run_1/layer_met2.png
Drawn at 6 px/µm. Cells faint in the background.
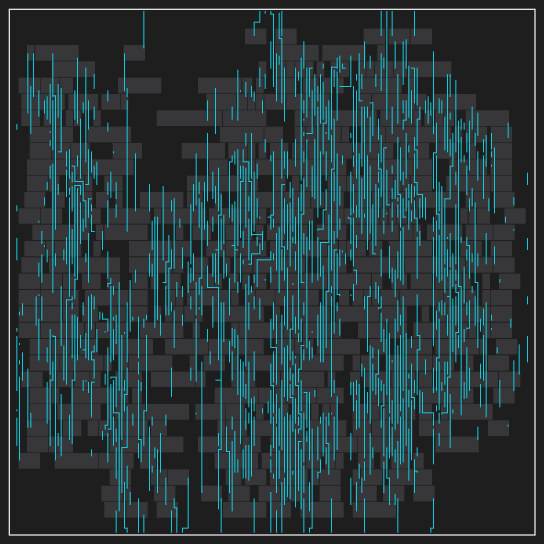
run_1/clk_routes.png
Drawn at 6 px/µm.
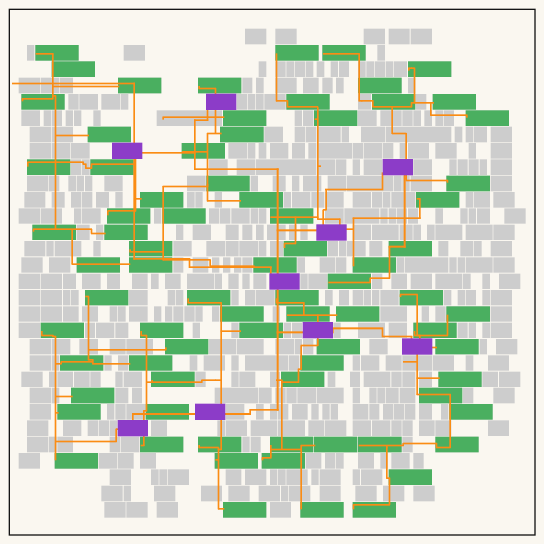
run_1/clocks.png
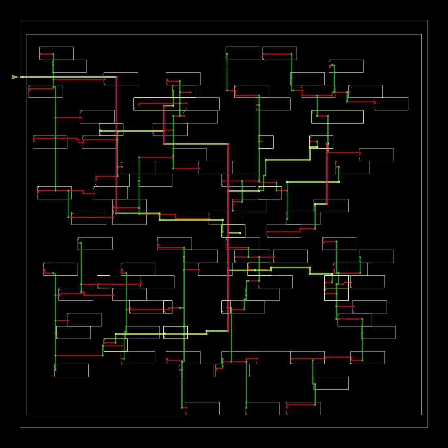
run_1/placement_by_type.png
Drawn at 4 px/µm. Fill, decap, tap and diode cells in gray.
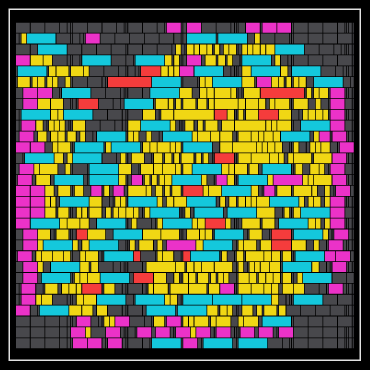
### config.mk
export PLATFORM = sky130hd
export DESIGN_NAME = relu_seq_ctrl
export DESIGN_NICKNAME = d
export VERILOG_FILES = /design/src/rtl/relu_seq_ctrl.sv
export SDC_FILE = /design/constraint.sdc
export NUM_CORES = 1
export LEC_CHECK = 0
export CAP_MARGIN = 20
export CORE_MARGIN = 1
export CORE_UTILIZATION = 52
export CTS_CLUSTER_SIZE = 8
export DETAILED_ROUTE_END_ITERATION = 8
export PLACE_DENSITY = 0.91
export SETUP_SLACK_MARGIN = 0.1
export SKIP_LAST_GASP = 1
export SLEW_MARGIN = 10
export SYNTH_ARGS = -nofsm -noshare
export SYNTH_HDL_FRONTEND = slang
export SYNTH_SLANG_ARGS = --single-unit
### constraint.sdc
create_clock -name clock -period 2.8 [get_ports clock]
set_clock_uncertainty 0.1 [all_clocks]
set_input_delay 0.56 -clock clock [delete_from_list [all_inputs] [get_ports clock]]
set_output_delay 0.56 -clock clock [all_outputs]
set_load 0.02 [all_outputs]
### src/rtl/relu_seq_ctrl.sv
// relu_seq_ctrl
// Sequencing controller for one ReLU stage. It streams num_elems
// consecutive read addresses into the ReLU unit. It then produces write
// strobes and addresses aligned to the registered ReLU output. It also
// counts negative (clamped) inputs for sparsity statistics.
//
// Ports:
//   clock, reset      rising-edge clock, synchronous active-low reset
//   start             run request, accepted only in IDLE or DONE
//   num_elems         element count 0..2^ADDR_WIDTH (latched on accept)
//   base_rd_addr      first read address (latched on accept)
//   base_wr_addr      first write address (latched on accept)
//   hold              pauses issue of new reads (in-flight reads complete)
//   rd_en, rd_addr    read strobe/address to source buffer
//   rd_msb            sign bit of read data, valid the cycle after rd_en
//   wr_en, wr_addr    write strobe/address to destination buffer
//   busy              high in ISSUE and DRAIN
//   done              one-cycle completion pulse
//   neg_count         negative inputs seen in the current or last run
module relu_seq_ctrl #(
  parameter int ADDR_WIDTH = 10
) (
  input  logic                  clock,
  input  logic                  reset,
  input  logic                  start,
  input  logic [ADDR_WIDTH:0]   num_elems,
  input  logic [ADDR_WIDTH-1:0] base_rd_addr,
  input  logic [ADDR_WIDTH-1:0] base_wr_addr,
  input  logic                  hold,
  output logic                  rd_en,
  output logic [ADDR_WIDTH-1:0] rd_addr,
  input  logic                  rd_msb,
  output logic                  wr_en,
  output logic [ADDR_WIDTH-1:0] wr_addr,
  output logic                  busy,
  output logic                  done,
  output logic [ADDR_WIDTH:0]   neg_count
);

  localparam logic [1:0] S_IDLE  = 2'd0;
  localparam logic [1:0] S_ISSUE = 2'd1;
  localparam logic [1:0] S_DRAIN = 2'd2;
  localparam logic [1:0] S_DONE  = 2'd3;

  logic [1:0]            state;
  logic [ADDR_WIDTH:0]   n_q;       // latched element count
  logic [ADDR_WIDTH:0]   idx;       // issue index i
  logic [ADDR_WIDTH-1:0] wr_base_q;
  logic [ADDR_WIDTH-1:0] off1;      // write offset, stage 1 (memory read)
  logic                  vld1;      // valid, stage 1; wr_en is stage 2

  logic accept, issue, last_issue;

  assign accept     = start && (state == S_IDLE || state == S_DONE);
  // hold gates the strobe in the same cycle, so a hold cycle is a
  // bubble in that cycle rather than in the following one.
  assign issue      = (state == S_ISSUE) && !hold;
  assign last_issue = issue && (idx == n_q - 1'b1);

  assign rd_en = issue;
  assign busy  = (state == S_ISSUE) || (state == S_DRAIN);
  assign done  = (state == S_DONE);

  always_ff @(posedge clock) begin
    if (!reset) begin
      state     <= S_IDLE;
      n_q       <= '0;
      idx       <= '0;
      rd_addr   <= '0;
      wr_base_q <= '0;
      off1      <= '0;
      vld1      <= 1'b0;
      wr_en     <= 1'b0;
      wr_addr   <= '0;
      neg_count <= '0;
    end else begin
      // in-flight pipe runs independently of hold
      vld1  <= issue;
      wr_en <= vld1;
      if (issue) off1 <= idx[ADDR_WIDTH-1:0];
      if (vld1)  wr_addr <= wr_base_q + off1;

      if (accept) begin
        n_q       <= num_elems;
        idx       <= '0;
        rd_addr   <= base_rd_addr;
        wr_base_q <= base_wr_addr;
        neg_count <= '0;
      end else begin
        if (issue) begin
          idx     <= idx + 1'b1;
          rd_addr <= rd_addr + 1'b1;  // wraps modulo 2^ADDR_WIDTH
        end
        // vld1 marks the cycle where rd_msb belongs to an issued read
        if (vld1 && rd_msb) neg_count <= neg_count + 1'b1;
      end

      case (state)
        S_IDLE, S_DONE: begin
          if (accept) state <= (num_elems == '0) ? S_DONE : S_ISSUE;
          else        state <= S_IDLE;
        end
        S_ISSUE: if (last_issue) state <= S_DRAIN;
        // stage 2 (wr_en) drains during the DRAIN->DONE edge itself
        S_DRAIN: if (!vld1) state <= S_DONE;
        default: state <= S_IDLE;
      endcase
    end
  end

endmodule

==> run summary, run 1 <==
yosys + openroad results -> Hold Crit Class=flop to flop, total die size=between 7000 and 8000 µm², H-tree levels=3, clock transition at the registers of the reported paths=0.08 ns, 1st-pass router iterations=4, logic area=around 2100 µm², Critical Path Slowest Stage Cell=clkdlybuf4s50_1, fin crit share=0.900, Mapped Area=around 3800 µm², Startpoint Class=primary input, # hold bufs at CTS=0, Max Clk Rate=just under 0.4 GHz, Pwr per Cell Area=between 700 and 800 nW/µm², # Cells Yosys=approximately 460, Non-clk invs=14, status=complete, no violations, Setup WS pre-CTS=~0.26 ns, gr ovfl total=0, combinational share of power=0.356, Layout area overhead=27.5%, initial antenna violation count=0, NetSw=about 0.0013 W, Worst VDD drop=~0.42 mV, leakage power=about 1.8 nW, Synth Net Count=between 500 and 600, FP Core Util=0.549, DR WL/cell=14.2 µm, vias per cell=between 5 and 6, Most common cell on crit path=clkdlybuf4s50_1, final non-filler cell total=624, number of I/O port buffers=about 70, crit-path max FO=2, ClkCell Share=0.0463, antenna viol nets, final=0
Notes on layer_met2.png above:
The longest straight run is 27.5 µm. The wires run mostly vertical.
via count: 3435
routing usage on met2: 0.408
Detailed Route WL: 8840 µm

Notes on clk_routes.png above:
Key: clock wires = orange [length 956 µm]; clock drivers = purple [count 9]; flip-flops = green [count 77]
There are 10 routed clock nets.

Notes on clocks.png above:
CTS buffer count: 9
Latency at later pin: 0.36 ns
num sequential: 77

Notes on placement_by_type.png above:
Key: sequential cells = cyan [cells 77]; clock drivers and dummy loads = red [cells 16]; remaining buffers and delay cells = magenta [cells 79]; combinational and other logic = yellow [cells 356]

run 1: placed cells by master, fill, tap and decap left out, drive strengths merged, types with 14 or more instances in the layout:
| cell | n |
|---|---|
| inv | 14 |
| ha | 16 |
| nor2 | 47 |
| xor2 | 27 |
| a21oi | 41 |
| nand2 | 85 |
| clkdlybuf4s50 | 70 |
| nand3 | 15 |
| dfxtp | 77 |
| xnor2 | 21 |
run 1: routing by layer:
metal  share of wire  wire, µm  global-route usage
met1            0.43      3780               0.289
met5               0         0                   0
met3           0.066       582              0.0692
met2            0.48      4240               0.408
met4           0.026       232               0.106
run 1: final timing paths:
kind	start	end	slack, ns	cells past startpoint
setup / recovery	hold	rd_en	0.28	4
hold / removal	off1[0]$_SDFFE_PN0P_	off1[0]$_SDFFE_PN0P_	0.37	2
setup reg to reg	n_q[2]$_SDFFE_PN0P_	state[1]$_SDFFE_PN0P_	0.36	6
hold reg to reg	off1[0]$_SDFFE_PN0P_	off1[0]$_SDFFE_PN0P_	0.37	2
run 1: worst register-to-register path, cell delays in order, from the launching register on:
cell and delay (ns):
dfxtp_1 0.40, or4_4 0.58, or3_4 0.37, or2_2 0.31
xnor2_2 0.14, a41oi_2 0.27, mux2i_1 0.22
run 1: logic make-up (layout without fill, tap and decap cells):
group | count (synthesis) | count (layout) | share of synthesized area
simple gates | 191 | 191 | 0.229
compound gates | 77 | 77 | 0.131
flops | 77 | 77 | 0.407
xor+xnor | 48 | 48 | 0.113
mux | 9 | 9 | 0.0238
fa+ha+maj | 17 | 17 | 0.0581
buf+inv | 37 | 109 | 0.0389
run 1: sequential cells by signal, indices dropped and copies added, names as in the netlist, 2 cells and up:
name / cells
wr_addr: 10
wr_base_q: 10
n_q: 11
state: 2
rd_addr: 10
off1: 10
idx: 11
neg_count: 11
--- run 2 (diff from run 1) ---
Settings changed: ABC_AREA set to 1, CORE_UTILIZATION 52 to 57, PLACE_DENSITY 0.91 to 0.95.
Clock period 2.8 ns to 2.9 ns, I/O delays scaled along.
run_2/layer_met2.png
Drawn at 6 px/µm. Cells faint in the background.
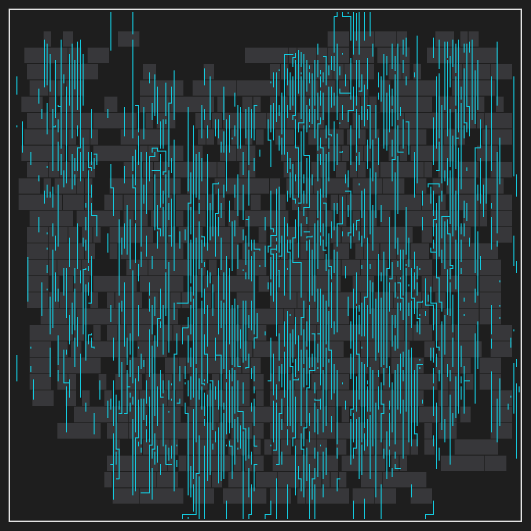
The wires run mostly vertical. The longest straight run is 44.2 µm.
via count: 3929
routing usage on met2: 0.484

==> run 2 against run 1 <==
Non-clock buffer count decreased by 3; clock power decreased by 5.4%; combinational power grew 16%; synthesized cell count rose by 19%; cell area grew 1.8%; critical path depth increased by 1; utilization rose by 5.8 points; routed wire length increased by 13%; sequential power rose by 3%; critical path type unchanged.
==> run summary, run 2 <==
yosys + openroad results -> Setup WS pre-CTS=about 0.38 ns, number of I/O port buffers=~70, initial antenna violation count=0, total die size=7240 µm², final non-filler cell total=approximately 700, Top Usage Layer GRT=met2, # hold bufs at CTS=0, CTS buffer count=9, Layout area overhead=25.1%, vias per cell=5.65, Top Layout Cells=nor2_1, dfxtp_1, nand2_1, clkdlybuf4s50_1, o21ai_0, Latency at later pin=0.36 ns, Critical Path Slowest Stage Cell=clkdlybuf4s50_1, fin crit share=0.878, antenna viol nets, final=0, NetSw=0.00148 W, Commonest Layout Cell=nor2_1, Hold Crit Class=flop to flop, Startpoint Class=primary input, FP Core Util=0.606, gr ovfl total=0, Worst VDD drop=0.431 mV, DR WL/cell=approximately 14 µm, grt met1 use=0.355, leakage power=roughly 2.1 nW, Metal-1 WL=4240 µm, Synth Net Count=about 600, status=complete, no violations, GR Util met3=0.0574
-- run 2: cell types whose count changed in the layout (fill, tap and decap cells not counted), sizes merged, moves of 6 or more --
cell	change
o21ai	+53
nor2	+47
inv	+46
nand3	+16
xnor2	-14
a211oi	-9
mux2i	-9
xor2	-9
nand2	-8
a21oi	+6
-- run 2: cells by family (layout without fill, tap and decap cells) --
logic type	count (synthesis)	after routing	share of synthesized area
xor gates and xnor gates	25	25	0.0556
adders and majority gates	17	17	0.0560
and+or+nand+nor	223	223	0.253
buffers and inverters	79	153	0.0773
AOI/OAI and AO/OA	123	123	0.166
DFF	77	77	0.392
-- run 2: worst paths after layout --
path / slack, ns / end / cells after the start / start
worst max-delay path: 0.35 / rd_en / 5 / hold
worst min-delay path: 0.38 / idx[6]$_SDFFE_PP0P_ / 2 / idx[6]$_SDFFE_PP0P_
worst max register to register: 0.72 / wr_addr[6]$_SDFFE_PN0P_ / 9 / off1[0]$_SDFFE_PN0P_
worst min register to register: 0.38 / idx[6]$_SDFFE_PP0P_ / 2 / idx[6]$_SDFFE_PP0P_
-- run 2: power by group through the flow --
stage / clock network (W) / registers [W] / logic (W)
6_report: 0.000894 / 0.00143 / 0.00149
3_5_place_dp: 0 / 0.00144 / 0.00146
3_3_place_gp: 0 / 0.00143 / 0.00138
2_1_floorplan: 0 / 0.00147 / 0.000956
4_1_cts: 0.000895 / 0.00142 / 0.00148
5_1_grt: 0.000936 / 0.00145 / 0.00166
-- run 2: area by class of cell --
| cell class | instances | area, µm² |
|---|---|---|
| clock buffers | 11 | 141 |
| fillers | 494 | 1570 |
| clock inverters | 4 | 72.6 |
| inverters | 62 | 234 |
| multi-input cells | 388 | 2090 |
| well taps | 77 | 96.3 |
| repair buffers | 76 | 746 |
| flip-flops and latches | 77 | 1540 |
--- run 3 (diff from run 2) ---
Settings changed: GPL_TIMING_DRIVEN set to 0.
run_3/clk_routes.png
Drawn at 6 px/µm.
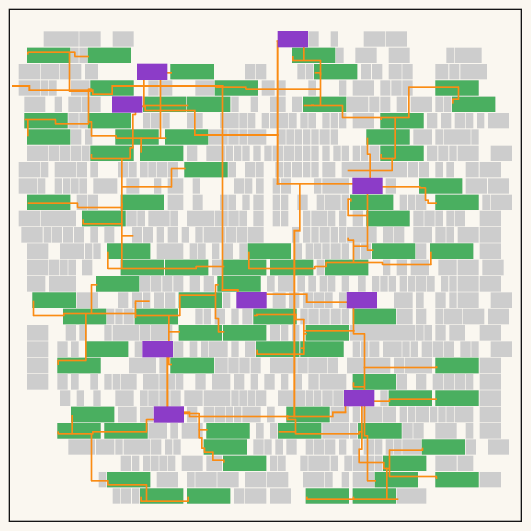
Key: clock drivers = purple [count 9]; clock wires = orange [length 939 µm]; flip-flops = green [count 77]
Position of the flops: spread over the die.

==> run 3 against run 2 <==
Routed wire length up 7.5%; maximum frequency is 4.4% lower; highest routed layer unchanged; final cell count rose by 1.7%; cell area grew 0.74%; worst hold slack worse by 0.0070 ns; register-to-register slack lost 0.05 ns.
==> run summary, run 3 <==
yosys + openroad results -> DR WL/cell=15.2 µm, Layout area overhead=26.0%, Startpoint Class=primary input, Most common cell on crit path=inv_1, Crit. Startpoint=hold, r2r startpoint=state[0]$_SDFFE_PN0P_, Commonest Layout Cell=nor2_1, Latency at later pin=0.36 ns, Max Clk Rate=about 0.38 GHz, R2R depth=9, crit-path max FO=10, # Cells Yosys=roughly 540, FP Core Util=0.606, Top Layout Cells=nor2_1, dfxtp_1, nand2_1, clkdlybuf4s50_1, o21ai_0, # hold bufs at CTS=0, sequential cell area=approximately 1500 µm², Stages on worst setup path=6, Synth Net Count=597, Filler cells=slightly below 500, NetSw=around 0.0015 W, status=complete, no violations, R2R setup slack=around 0.67 ns, Worst VDD drop=roughly 0.38 mV, via count=between 4000 and 5000, Mapped Area=slightly below 4000 µm², reg-to-reg critical path endpoint=neg_count[1]$_SDFFE_PP0P_, 1st-pass router iterations=6, Hold Crit Class=flop to flop
## run 3: per-stage QoR
stage          hold slack (ns)  setup TNS [ns]
2_1_floorplan            0.340               0
3_3_place_gp             0.347          -0.139
3_5_place_dp             0.364          -0.172
4_1_cts                  0.375               0
5_1_grt                  0.406               0
6_report                 0.371               0
## run 3: how the worst min path moves through the flow
stage,to,depth (start not counted)
after floorplan,idx[6]$_SDFFE_PP0P_,2
after global placement,idx[6]$_SDFFE_PP0P_,2
after detailed placement,idx[6]$_SDFFE_PP0P_,2
after CTS,idx[6]$_SDFFE_PP0P_,2
after global routing,idx[6]$_SDFFE_PP0P_,2
final,idx[6]$_SDFFE_PP0P_,2
## run 3: layout make-up
cell class                      instances  share of cell area
Buffer                                 17              0.0144
Inverter                               62              0.0472
Timing Repair Buffer                   70               0.141
Clock buffer                           12              0.0313
Clock inverter                          4              0.0141
Sequential cell                        77               0.311
Multi-Input combinational cell        388               0.422
Tap cell                               77              0.0194
## run 3: power by group through the flow
stage | combinational, W | sequential (W) | clock [W]
after CTS | 0.00151 | 0.00142 | 0.000926
after global placement | 0.00142 | 0.00143 | 0
after floorplan | 0.000956 | 0.00147 | 0
final | 0.00153 | 0.00142 | 0.000927
after global routing | 0.00169 | 0.00145 | 0.000974
after detailed placement | 0.00149 | 0.00143 | 0
## run 3: per-layer routing
metal	global-route usage	vias to the layer above	part of all wire
li1	-	1939	-
met1	0.361	1876	0.41
met2	0.540	200	0.48
met3	0.0642	34	0.079
met4	0.148	0	0.029
met5	0	-	0
## run 3: cells by family after synthesis
family                     count (synthesis)  share of synthesized area
AOI/OAI and AO/OA                        123                      0.166
xor gates and xnor gates                  25                     0.0556
adders and majority gates                 17                     0.0560
buffers and inverters                     79                     0.0773
DFF                                       77                      0.392
and+or+nand+nor                          223                      0.253
No activity file was given, so power comes from the tool's default toggle rates.
